==> run_1/logic_types.png <==
Bar = 20 um.
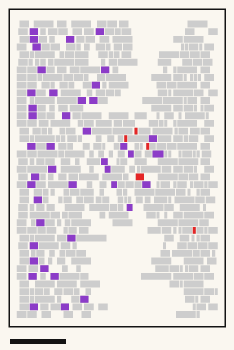
==> run_1/congestion.png <==
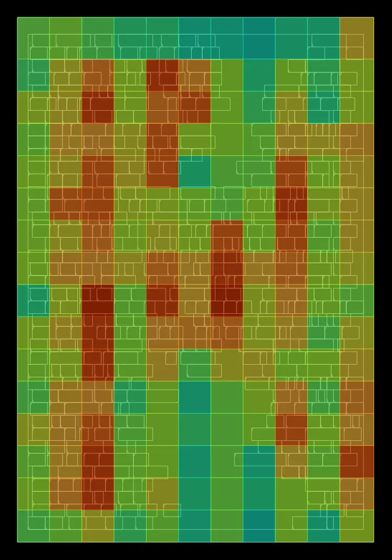
==> run_1/wires.png <==
Bar = 20 um.
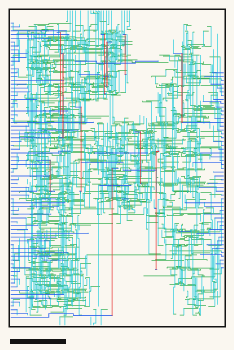
File: config.mk
export PLATFORM = sky130hd
export DESIGN_NAME = opc5ls_mem_arbiter
export DESIGN_NICKNAME = d
export VERILOG_FILES = /design/src/rtl/opc5ls_mem_arbiter.sv
export SDC_FILE = /design/constraint.sdc
export NUM_CORES = 1
export LEC_CHECK = 0
export CAP_MARGIN = 20
export CORE_ASPECT_RATIO = 1.5
export CORE_MARGIN = 2
export CORE_UTILIZATION = 45
export CTS_BUF_LIST = sky130_fd_sc_hd__clkbuf_8
export CTS_CLUSTER_DIAMETER = 60
export DETAILED_ROUTE_END_ITERATION = 6
export PLACE_DENSITY = 0.92
export SLEW_MARGIN = 10
export SYNTH_ARGS = -nofsm -noshare
export SYNTH_HDL_FRONTEND = slang
export SYNTH_SLANG_ARGS = --single-unit
File: constraint.sdc
create_clock -name clk -period 2.6 [get_ports clk]
set_input_delay 0.52 -clock clk [delete_from_list [all_inputs] [get_ports clk]]
set_output_delay 0.52 -clock clk [all_outputs]
set_load 0.01 [all_outputs]
File: src/rtl/opc5ls_mem_arbiter.sv
// opc5ls_mem_arbiter
// Shares one external memory port between the opc5ls CPU and a DMA requester.
// The CPU is stalled through cpu_clken while its access is pending or in
// flight. Every access holds mem_ce for WAIT_STATES+1 cycles. When both
// requesters are pending, round-robin arbitration picks the side that was not
// granted last.
//
// Ports:
//   clk, reset          - system clock, synchronous active-high reset
//   cpu_mreq_b/rnw      - CPU bus request (active-low) and direction
//   cpu_address/dout    - CPU address and write data
//   cpu_din             - registered read data returned to the CPU
//   cpu_clken           - CPU clock enable (low = stall)
//   dma_req/rnw         - DMA request (held until dma_ack) and direction
//   dma_address/wdata   - DMA address and write data
//   dma_rdata           - registered read data returned to the DMA engine
//   dma_ack             - one-cycle completion pulse for the DMA engine
//   mem_address/wdata   - registered memory address and write data
//   mem_rdata           - memory read data, valid in the last mem_ce cycle
//   mem_ce, mem_we      - memory cycle active / write strobe
module opc5ls_mem_arbiter #(
  parameter int WAIT_STATES = 1,
  parameter int AW          = 16,
  parameter int DW          = 16
) (
  input  logic          clk,
  input  logic          reset,
  input  logic          cpu_mreq_b,
  input  logic          cpu_rnw,
  input  logic [AW-1:0] cpu_address,
  input  logic [DW-1:0] cpu_dout,
  output logic [DW-1:0] cpu_din,
  output logic          cpu_clken,
  input  logic          dma_req,
  input  logic          dma_rnw,
  input  logic [AW-1:0] dma_address,
  input  logic [DW-1:0] dma_wdata,
  output logic [DW-1:0] dma_rdata,
  output logic          dma_ack,
  output logic [AW-1:0] mem_address,
  output logic [DW-1:0] mem_wdata,
  input  logic [DW-1:0] mem_rdata,
  output logic          mem_ce,
  output logic          mem_we
);

  typedef enum logic [2:0] {
    IDLE     = 3'd0,
    CPU_ACC  = 3'd1,
    CPU_DONE = 3'd2,
    DMA_ACC  = 3'd3,
    DMA_DONE = 3'd4
  } state_t;

  // Counter reload value; the counter is 4 bits wide, so 0..15 is the legal range.
  localparam logic [3:0] WAIT_LOAD = WAIT_STATES[3:0];

  state_t        state_reg, state_next;
  logic          last_dma_reg, last_dma_next;   // 1 = DMA was granted last
  logic [3:0]    count_reg, count_next;
  logic          rnw_reg, rnw_next;
  logic [AW-1:0] mem_address_reg, mem_address_next;
  logic [DW-1:0] mem_wdata_reg, mem_wdata_next;
  logic [DW-1:0] cpu_din_reg, cpu_din_next;
  logic [DW-1:0] dma_rdata_reg, dma_rdata_next;

  logic cpu_req;
  logic grant_cpu;
  logic grant_dma;
  logic in_acc;

  assign cpu_req = !cpu_mreq_b;

  // A tie goes to whichever side did not win the previous grant.
  assign grant_cpu = cpu_req && (!dma_req || last_dma_reg);
  assign grant_dma = dma_req && (!cpu_req || !last_dma_reg);

  always_ff @(posedge clk) begin
    if (reset) begin
      state_reg       <= IDLE;
      last_dma_reg    <= 1'b1;
      count_reg       <= 4'd0;
      rnw_reg         <= 1'b1;
      mem_address_reg <= '0;
      mem_wdata_reg   <= '0;
      cpu_din_reg     <= '0;
      dma_rdata_reg   <= '0;
    end else begin
      state_reg       <= state_next;
      last_dma_reg    <= last_dma_next;
      count_reg       <= count_next;
      rnw_reg         <= rnw_next;
      mem_address_reg <= mem_address_next;
      mem_wdata_reg   <= mem_wdata_next;
      cpu_din_reg     <= cpu_din_next;
      dma_rdata_reg   <= dma_rdata_next;
    end
  end

  always_comb begin
    state_next       = state_reg;
    last_dma_next    = last_dma_reg;
    count_next       = count_reg;
    rnw_next         = rnw_reg;
    mem_address_next = mem_address_reg;
    mem_wdata_next   = mem_wdata_reg;
    cpu_din_next     = cpu_din_reg;
    dma_rdata_next   = dma_rdata_reg;

    case (state_reg)
      IDLE: begin
        if (grant_cpu) begin
          state_next       = CPU_ACC;
          last_dma_next    = 1'b0;
          count_next       = WAIT_LOAD;
          rnw_next         = cpu_rnw;
          mem_address_next = cpu_address;
          mem_wdata_next   = cpu_dout;
        end else if (grant_dma) begin
          state_next       = DMA_ACC;
          last_dma_next    = 1'b1;
          count_next       = WAIT_LOAD;
          rnw_next         = dma_rnw;
          mem_address_next = dma_address;
          mem_wdata_next   = dma_wdata;
        end
      end

      CPU_ACC: begin
        if (count_reg != 4'd0) begin
          count_next = count_reg - 4'd1;
        end else begin
          // Final memory cycle: read data is valid now.
          if (rnw_reg) begin
            cpu_din_next = mem_rdata;
          end
          state_next = CPU_DONE;
        end
      end

      DMA_ACC: begin
        if (count_reg != 4'd0) begin
          count_next = count_reg - 4'd1;
        end else begin
          if (rnw_reg) begin
            dma_rdata_next = mem_rdata;
          end
          state_next = DMA_DONE;
        end
      end

      // Both completion states return to IDLE without looking at requests,
      // so the CPU re-presents its bus cycle and a held dma_req is not
      // serviced twice.
      CPU_DONE: state_next = IDLE;
      DMA_DONE: state_next = IDLE;

      default: state_next = IDLE;
    endcase
  end

  assign in_acc = (state_reg == CPU_ACC) || (state_reg == DMA_ACC);

  assign mem_ce      = in_acc;
  assign mem_we      = in_acc && !rnw_reg;
  assign dma_ack     = (state_reg == DMA_DONE);
  assign mem_address = mem_address_reg;
  assign mem_wdata   = mem_wdata_reg;
  assign cpu_din     = cpu_din_reg;
  assign dma_rdata   = dma_rdata_reg;

  // The CPU runs while in reset (it must see its own reset), on the completion
  // pulse, and on any non-memory cycle unless its own access is in progress.
  assign cpu_clken = reset
                  || (state_reg == CPU_DONE)
                  || ((state_reg != CPU_ACC) && cpu_mreq_b);

endmodule

==> deck_impl_summary.md, run 1 <==
Run Summary

Pwr
  – Static Leak: 1.93 nW
  – Pwr/cell area: 690 nW/um^2
  – Internal power: 0.00251 W
  – Clock power share: 0.278
  – Clock group power: 0.00101 W

Logic synthesis
  – Flip-flops with a built-in enable: 0
  – Syn_nets: 471
  – Flops out of synthesis: 73
  – Post-synth seq share: 0.414
  – Max-area cell share: 0.414
  – Synth area leaders: dfxtp_1, mux2i_1, a311oi_1
  – Synthesis area per yosys: 3530 sq um
  – Post-Synthesis Cells: 383
  – Synth cell count leaders: dfxtp_1, nand2_1, a31oi_1, a311oi_1, mux2i_1
  – Xor/xnor share: 0
  – Area leader, netlist: dfxtp_1
  – Mux cell area share after synthesis: 0.0908
  – Count leader, synth: dfxtp_1
  – Commonest flop: dfxtp_1

Clock network
  – Post-CTS sizing: 0
  – Clock transition at the registers of the reported paths: 70 ps
  – CTS root buf: clkbuf_8

Timing
  – Final worst-path cycle share: 0.932
  – Fin. Hold Viols: 0
  – Max-slew violations: 0
  – Final TNS setup: 0 ps
  – Relative slew slack: 0.583

Layout
  – Ant. Diodes: 0
  – Most common logic cells in the final layout: clkdlybuf4s50_1, dfxtp_1, nand2_1
  – Layout cells sized above 1: 0.103
  – Layout area overhead: 48.8%

Global routing
  – Global route overflow: 0
  – Initial antenna violation count: 0
  – Vias in the first global route: 3556

Run
  – Tool warnings: 27

Placement
  – Final Wtd Congestion: 0.860

Worst setup path
  – Worst EP arrival: 1900 ps
  – Crit start category: flip-flop
  – Cell Chain, Critical Path: nand2b_1 > a21oi_1 > o21ai_0 > clkdlybuf4s50_1
  – Setup crit end kind: output port
  – CP top delay family: buffers and inverters

Hold path
  – Hold WC Path Type: reg2reg

Routing
  – DRT Pass-1 Iters: 4

Run status
  – Outcome: complete, no violations
## Picture notes: logic_types.png
Key: purple = AND and OR gates [cells 42]; red = inverters [cells 5, where centre]
non-filler instance count after layout: 619
most frequent logic cell in the layout: clkdlybuf4s50_1

## Picture notes: congestion.png
routed length per instance: 16.8 um
Post-Route Utilization: 0.690

## Picture notes: wires.png
Key: green = metal 1 [wire length 4050 um]; red = metal 4 [wire length 289 um]; blue = metal 3 [wire length 955 um]; cyan = metal 2 [wire length 5100 um]
Post-Route WL: 10400 um
total track usage: 0.242
via count: 3569

==> run 1: metal layers <==
layer  up-vias  GRT usage  wire (um)
met5         -          0          0
met4         0      0.120        289
met3        25     0.0852        954
met1      1682      0.279       4050
met2       172      0.399       5100
li1       1690          -          -
==> run 1: area by class of cell <==
class,count,area [sq um],area share
inverters,5,23.8,0.00453
multi-input cells,261,1800,0.343
clock inverters,5,77.6,0.0148
clock buffers,11,151,0.0288
well taps,102,128,0.0243
repair buffers,162,1610,0.306
flip-flops and latches,73,1460,0.278
==> run 1: metrics by stage <==
| step | instances | instance area [sq um] | util | setup WS [ps] | hold slack, ps |
|---|---|---|---|---|---|
| 6_report | 619 | 5250 | 0.690 | 177 | 458 |
| 5_1_grt | 619 | 5250 | 0.690 | 85.2 | 478 |
| 4_1_cts | 619 | 5250 | 0.690 | 140 | 458 |
| 3_3_place_gp | 603 | 5020 | 0.659 | 313 | 442 |
| 2_1_floorplan | 383 | 3530 | - | 687 | 474 |
| 3_5_place_dp | 603 | 5020 | 0.659 | 293 | 448 |
==> run 1: final timing paths <==
| kind | start | to | slack, ps | cells past startpoint |
|---|---|---|---|---|
| hold reg to reg | dma_rdata[8] | dma_rdata[8] | 460 | 2 |
| hold / removal | dma_rdata[8] | dma_rdata[8] | 460 | 2 |
| setup reg to reg | count_reg[0] | cpu_din[8] | 570 | 5 |
| setup / recovery | state_reg[2] | cpu_clken | 180 | 4 |
==> run 1: worst min-delay path: cells and delay by family, from the launching register on <==
kind	cells	cell delay [ps]
AND/OR/NAND/NOR	1	50
multiplexers	1	50
flip-flops	1	310
## Run 2: what changed since run 1
--- a/config.mk
+++ b/config.mk
@@ -12,6 +12,7 @@
 export CTS_BUF_LIST = sky130_fd_sc_hd__clkbuf_8
 export CTS_CLUSTER_DIAMETER = 60
 export DETAILED_ROUTE_END_ITERATION = 6
+export GPL_TIMING_DRIVEN = 0
 export PLACE_DENSITY = 0.92
 export SLEW_MARGIN = 10
 export SYNTH_ARGS = -nofsm -noshare
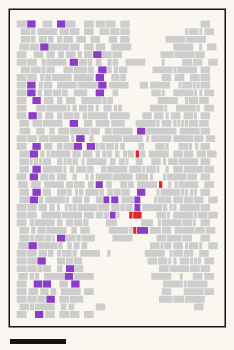
(run_2/logic_types.png)
Bar = 20 um.
Key: red = inverters [cells 5]; purple = AND and OR gates [cells 42]
non-filler instance count after layout: 651
logic share of the area: 0.336

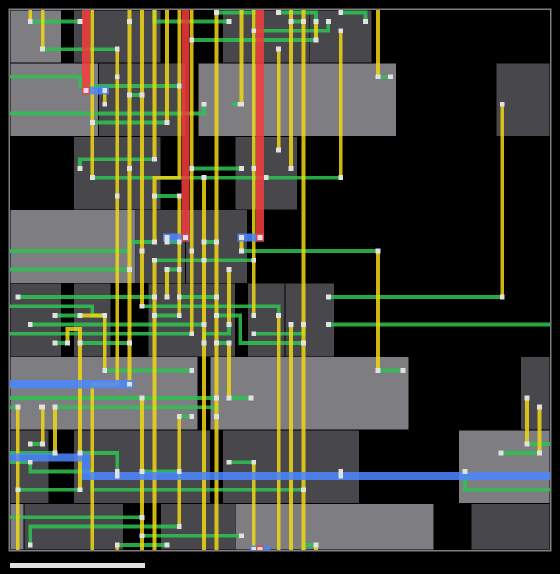
(run_2/detail.png)
Bar = 5 um. Region (28, 69) to (48, 89) um. Cells in grey, sequential cells in the stronger grey; small squares are vias.
Key: green = metal 1; blue = metal 3; yellow = metal 2; red = metal 4
Most frequent: dfxtp_1 (5), a31oi_1 (4), or3b_1 (3). Sequential cells in the window: 5. Netlist names of flops here include mem_address (4), state_reg (1). 24 logic cells have their middle in the window.

==> deck_impl_summary.md, run 2 <==
Run Summary

Run status
  – Outcome: complete, no violations

Logic synthesis
  – Post-Synthesis Cells: 383
  – Flops out of synthesis: 73
  – Area leader, netlist: dfxtp_1
  – Mux cell area share after synthesis: 0.0908
  – Synth cell count leaders: dfxtp_1, nand2_1, a31oi_1, a311oi_1, mux2i_1
  – Synthesis area per yosys: 3530 sq um
  – Count leader, synth: dfxtp_1
  – Synth area leaders: dfxtp_1, mux2i_1, a311oi_1
  – Post-synth seq share: 0.414

Hold path
  – WHS Path Cells: 2
  – Hold WC Path Type: reg2reg
  – Hold Crit Endpoint: cpu_din[15]

Routing
  – Metal2 WL: 5810 um
  – Routed length per instance: 17.1 um
  – DR WL met3: 1020 um
  – Via count: 3772
  – DRT Pass-1 Iters: 4
  – Max layer used: met4
  – Wl on met1: 4020 um

Clock network
  – Clock transition at the registers of the reported paths: 70 ps

Worst setup path
  – FF-to-FF Start: count_reg[0]
  – Crit Reg-Reg Endpoint: dma_rdata[10]
  – Setup crit start: reset
  – Setup crit end: cpu_clken
  – Crit start category: primary input
  – Setup crit end kind: output port
  – Worst EP arrival: 1810 ps

Layout
  – Most common logic cells in the final layout: clkdlybuf4s50_1, dfxtp_1, nand2_1
  – Layout cells sized above 1: 0.107
  – Ant. Diodes: 0
  – Most frequent logic cell in the layout: clkdlybuf4s50_1
  – Layout area overhead: 52.3%

Timing
  – Max-slew violations: 0

Pwr
  – Static Leak: 1.98 nW

Global routing
  – Vias in the first global route: 3813
  – Initial antenna violation count: 0
  – M3 GR Usage: 0.0732
-- run 2: cell types whose count changed in the layout (fill, tap and decap cells not counted), sizes merged --
cell,previous run,this run
dlygate4sd2,0,1
buf,10,16
clkdlybuf4s50,152,151
clkbuf,11,36
inv,5,6
clkinvlp,1,2
bufinv,2,1
-- run 2: power breakdown --
group	total (W)	switching, W	internal [W]	leakage [nW]
Clock	0.000879	0.000416	0.000462	0.0995
Sequential	0.00139	0.000108	0.00129	0.599
Combinational	0.00129	0.000624	0.000668	1.28
-- run 2: logic make-up after synthesis --
kind of cell    after synthesis
mux                          32
compound gates              113
fa+ha+maj                     2
simple gates                114
buf+inv                      49
flops                        73
-- run 2: what timing repair did --
action / CTS / global route
hold buffers: 0 / 0
endpoints found under the setup margin: 1 / 0
buffers inserted: 0 / 0
gates resized: 3 / 0
-- run 2: layout make-up --
type	count	area, sq um
Fill cell	582	2240
Timing Repair Buffer	152	1520
Clock inverter	6	58.8
Buffer	42	236
Clock buffer	10	138
Sequential cell	73	1460
Inverter	5	23.8
Multi-Input combinational cell	261	1810
Tap cell	102	128
-- run 2: per-stage QoR --
| stage | setup WS (ps) | power, W | util | hold slack [ps] |
|---|---|---|---|---|
| after CTS | 191 | 0.00357 | 0.706 | 464 |
| after detailed placement | -268 | 0.00269 | 0.680 | 453 |
| after global placement | -265 | 0.00264 | 0.680 | 443 |
| after floorplan | 687 | 0.00208 | - | 474 |
| final | 268 | 0.00356 | 0.706 | 461 |
| after global routing | 162 | 0.00374 | 0.706 | 479 |
-- run 2: worst max-delay path, cell delays in order --
cell             delay (ps)
clkdlybuf4s50_1         530
inv_2                   290
o21ai_0                 150
dlygate4sd2_1           320
Power and IR drop assume default switching activity.
